==> config.mk <==
export PLATFORM = sky130hd
export DESIGN_NAME = testmasterslave5_arbiter
export DESIGN_NICKNAME = d
export VERILOG_FILES = /design/src/rtl/testmasterslave5_arbiter_pkg.sv /design/src/rtl/testmasterslave5_rr_pick.sv /design/src/rtl/testmasterslave5_arbiter.sv
export SDC_FILE = /design/constraint.sdc
export NUM_CORES = 1
export LEC_CHECK = 0
export ABC_AREA = 1
export CELL_PAD_IN_SITES_DETAIL_PLACEMENT = 1
export CELL_PAD_IN_SITES_GLOBAL_PLACEMENT = 2
export CORE_MARGIN = 3
export CORE_UTILIZATION = 25
export DETAILED_ROUTE_END_ITERATION = 10
export GPL_ROUTABILITY_DRIVEN = 1
export GPL_TIMING_DRIVEN = 0
export HOLD_SLACK_MARGIN = 0.12
export PLACE_DENSITY_LB_ADDON = 0.05
export SYNTH_ARGS = -nofsm -noshare
export SYNTH_HDL_FRONTEND = slang
export SYNTH_HIERARCHICAL = 1
export SYNTH_SLANG_ARGS = --single-unit
==> constraint.sdc <==
create_clock -name clk -period 3.7 [get_ports clk]
set_input_delay 0.74 -clock clk [delete_from_list [all_inputs] [get_ports clk]]
set_output_delay 0.74 -clock clk [all_outputs]
set_load 0.1 [all_outputs]
Figure 1. Clock wires, drivers and flops (run 1).
Drawn at 2 px/µm.
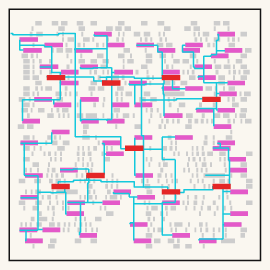
[cyan] clock wires | length: 1,250 µm
[red] clock-net drivers | count: 9
[magenta] flip-flops | count: 69
flops lie	spread over the die
skew final: 0.00788 ns
clk pwr: 1.00 mW
later-pin clock latency in the skew report: 0.34 ns

Figure 2. Gate-type map (run 1).
Drawn at 2 px/µm.
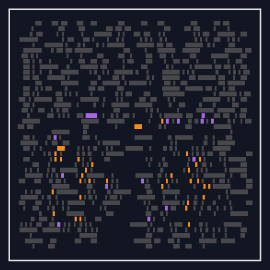
colour	family	cells	most used
purple	aoi and oai cells	14	o21ai_0
orange	nor cells	33	nor2_1
Finished Layout Cells: 802
most numerous logic cell after layout: nand2_1
multi-input combinational area share: 29.6%

Figure 3. Metal layers overlaid (run 1).
Drawn at 4 px/µm.
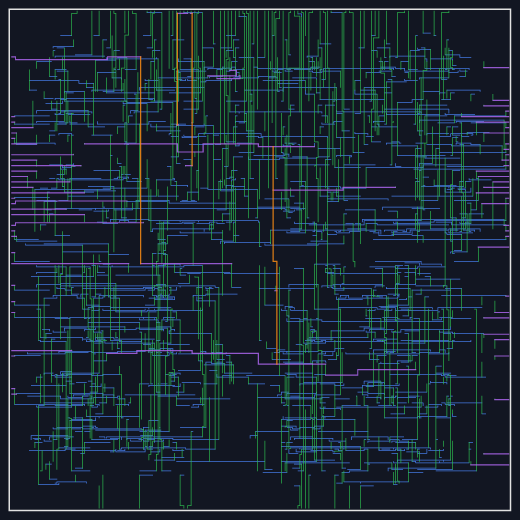
colour	layer	wire length
green	M2	5,980 µm
orange	M4	173 µm
purple	M3	645 µm
blue	M1	5,280 µm
Post-Route WL: 12.1 mm
DR WL/cell: 15.1 µm

==> flow_summary_export.csv, run 1 <==
group,metric,value,unit
logic_synthesis,mux_share,0,%
worst_setup_path,path_cells,"clkdlybuf4s50_1",
detailed_routing,wl_met3,645,µm
cells_and_area,n_antenna_cell,0,
grt,use_met3,5.53,%
final_timing,final-hold-violation-count,0,
clock_tree,cts_setup_buffers,0,
cells_and_area,layout.cells.most_common_list,"229 x nand2_1, 135 x clkdlybuf4s50_1, 62 x dfrtp_1",
logic_synthesis,ys_types,25,
outcome,status,"finished, final reports clean",
cells_and_area,fin_area,5470,µm²
worst_setup_path,cp-start-kind,"flip-flop",
worst_setup_path,path_max_fanout,3,
die,pin_count,137,
die,die_x,125,µm
clock_tree,h-tree-depth,3,
grt,antenna_found_initial,0,
worst_setup_path,crit_family,"buffers and inverters",
logic_synthesis,synthCells,473,
detailed_routing,drc,0,
cells_and_area,seq_share,31.7,%
grt,grt_overflow,0,
pwr,finalPower,4.56,mW
detailed_routing,highest_layer,"met4",
clock_tree,cts_buffer_depth,2,
worst_setup_path,cp_data_required_time,2.96,ns
grt,grtUsageMet2,27.4,%
grt,top_usage_layer,"met2",
job,warnings,26,
worst_setup_path,path_buffers,1,
grt,grt_pass1_vias,3811,
final_timing,fin_crit_sh,74.9,%
logic_synthesis,synth-main-ff-cell,"dfrtp_1",
worst_setup_path,path_depth,1,
detailed_routing,wl_met1,5.28,mm
pwr,p_comb,2.42,mW
die,core-area,13600,µm²
cells_and_area,comb_area,1620,µm²
final_timing,holdWs,0.351,ns
final_timing,max_freq,361,MHz
final_timing,tns,0,ns
cells_and_area,ff_latch_area,1740,µm²
grt,gr-usage-met1,19.3,%
==> run 1 -> run 2 <==
--- a/config.mk
+++ b/config.mk
@@ -9,7 +9,7 @@
 export CELL_PAD_IN_SITES_DETAIL_PLACEMENT = 1
 export CELL_PAD_IN_SITES_GLOBAL_PLACEMENT = 2
 export CORE_MARGIN = 3
-export CORE_UTILIZATION = 25
+export CORE_UTILIZATION = 21
 export DETAILED_ROUTE_END_ITERATION = 10
 export GPL_ROUTABILITY_DRIVEN = 1
 export GPL_TIMING_DRIVEN = 0
==> constraint.sdc (replaced) <==
create_clock -name clk -period 2.3 [get_ports clk]
set_input_delay 0.46 -clock clk [delete_from_list [all_inputs] [get_ports clk]]
set_output_delay 0.46 -clock clk [all_outputs]
set_load 0.1 [all_outputs]
Figure 4. Clock nets (run 2).
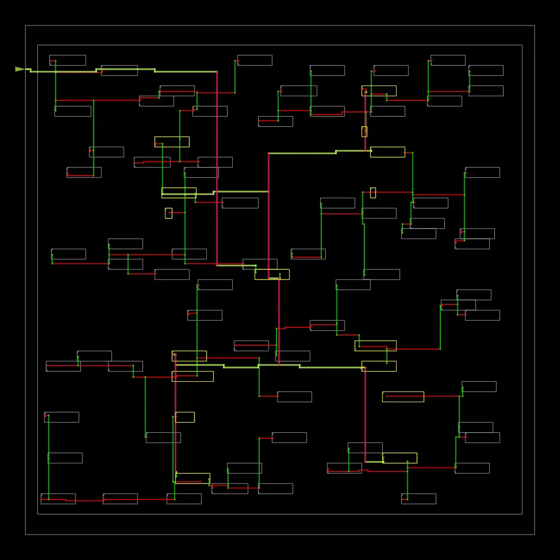
seq_cells: 69
skew final: 0.00482 ns
Clock Buffer Count: 12

==> run 2 against run 1 <==
Compared with the run above: final cell count is 5.1% higher; critical path depth stayed put; clock skew is 0.0031 ns lower; clock-buffer cell count is 3 higher; die area is 18% higher; combinational power is 52% higher; area after synthesis stayed put; via count is 1.5% higher; non-clock buffer count is 1 higher; critical path type unchanged.
==> flow_summary_export.csv, run 2 <==
group,metric,value,unit
worst_setup_path,worstPathArrival,1.78,ns
worst_setup_path,crit_family,"buffers and inverters",
worst_setup_path,path_max_fanout,1,
final_timing,tns,0,ns
clock_tree,clkLatencyLatePin,0.34,ns
detailed_routing,highest_layer,"met4",
detailed_routing,totalWireLength,13.0,mm
cells_and_area,instances_no_fill,843,
grt,gr-usage-met1,17.5,%
cells_and_area,sh_comb_area,29.6,%
pwr,p_comb,3.69,mW
logic_synthesis,ys_types,25,
pwr,pg_clk,1.65,mW
detailed_routing,firstDrtPassIters,4,
cells_and_area,layout.cells.most_common_list,"229 x nand2_1, 68 x clkdlybuf4s50_1, 66 x dlygate4sd2_1",
cells_and_area,n_antenna_cell,0,
detailed_routing,wl_met1,5.65,mm
clock_tree,cts_buffer_depth,2,
outcome,status,"finished, final reports clean",
cells_and_area,lay_top_count,"nand2_1",
detailed_routing,wl_per_cell,15.4,µm
worst_setup_path,cp_data_required_time,1.84,ns
clock_tree,h-tree-depth,3,
cells_and_area,seq_share,31.8,%
grt,grt_overflow,0,
clock_tree,cts_setup_buffers,0,
die,pin_count,137,
logic_synthesis,synth-edff-count,0,
final_timing,holdWs,0.464,ns
logic_synthesis,synth-main-ff-cell,"dfrtp_1",
cells_and_area,comb_area,1620,µm²
die,core_util_floorplan,21.9,%
job,warnings,26,
cells_and_area,ff_latch_area,1740,µm²
worst_setup_path,cp-start-kind,"flip-flop",
grt,top_usage_layer,"met2",
detailed_routing,drc,0,
grt,use_met3,4.27,%
detailed_routing,wl_met3,718,µm
grt,grt_pass1_vias,3796,
logic_synthesis,mux_share,0,%
logic_synthesis,synthCells,473,
final_timing,fin_crit_sh,97.2,%
cells_and_area,fin_area,5470,µm²
pwr,finalPower,7.15,mW
cells_and_area,n_fill_cell,1974,
worst_setup_path,path_cells,"clkdlybuf4s50_1",
Figure 5. PDN straps and rails (run 2).
Drawn at 3 px/µm. Pins as bars on the die edge.
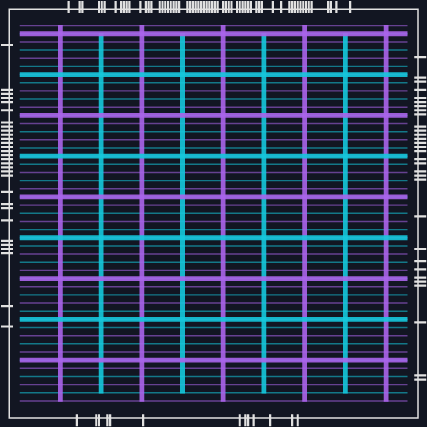
colour	net
cyan	VDD
purple	VSS
met1 rails	47
met4 straps	9
Core Region: 16,200 µm²
die y size: 136 µm
Horiz. Die Dim: 136 µm

Power is estimated from default activity; no workload was simulated.
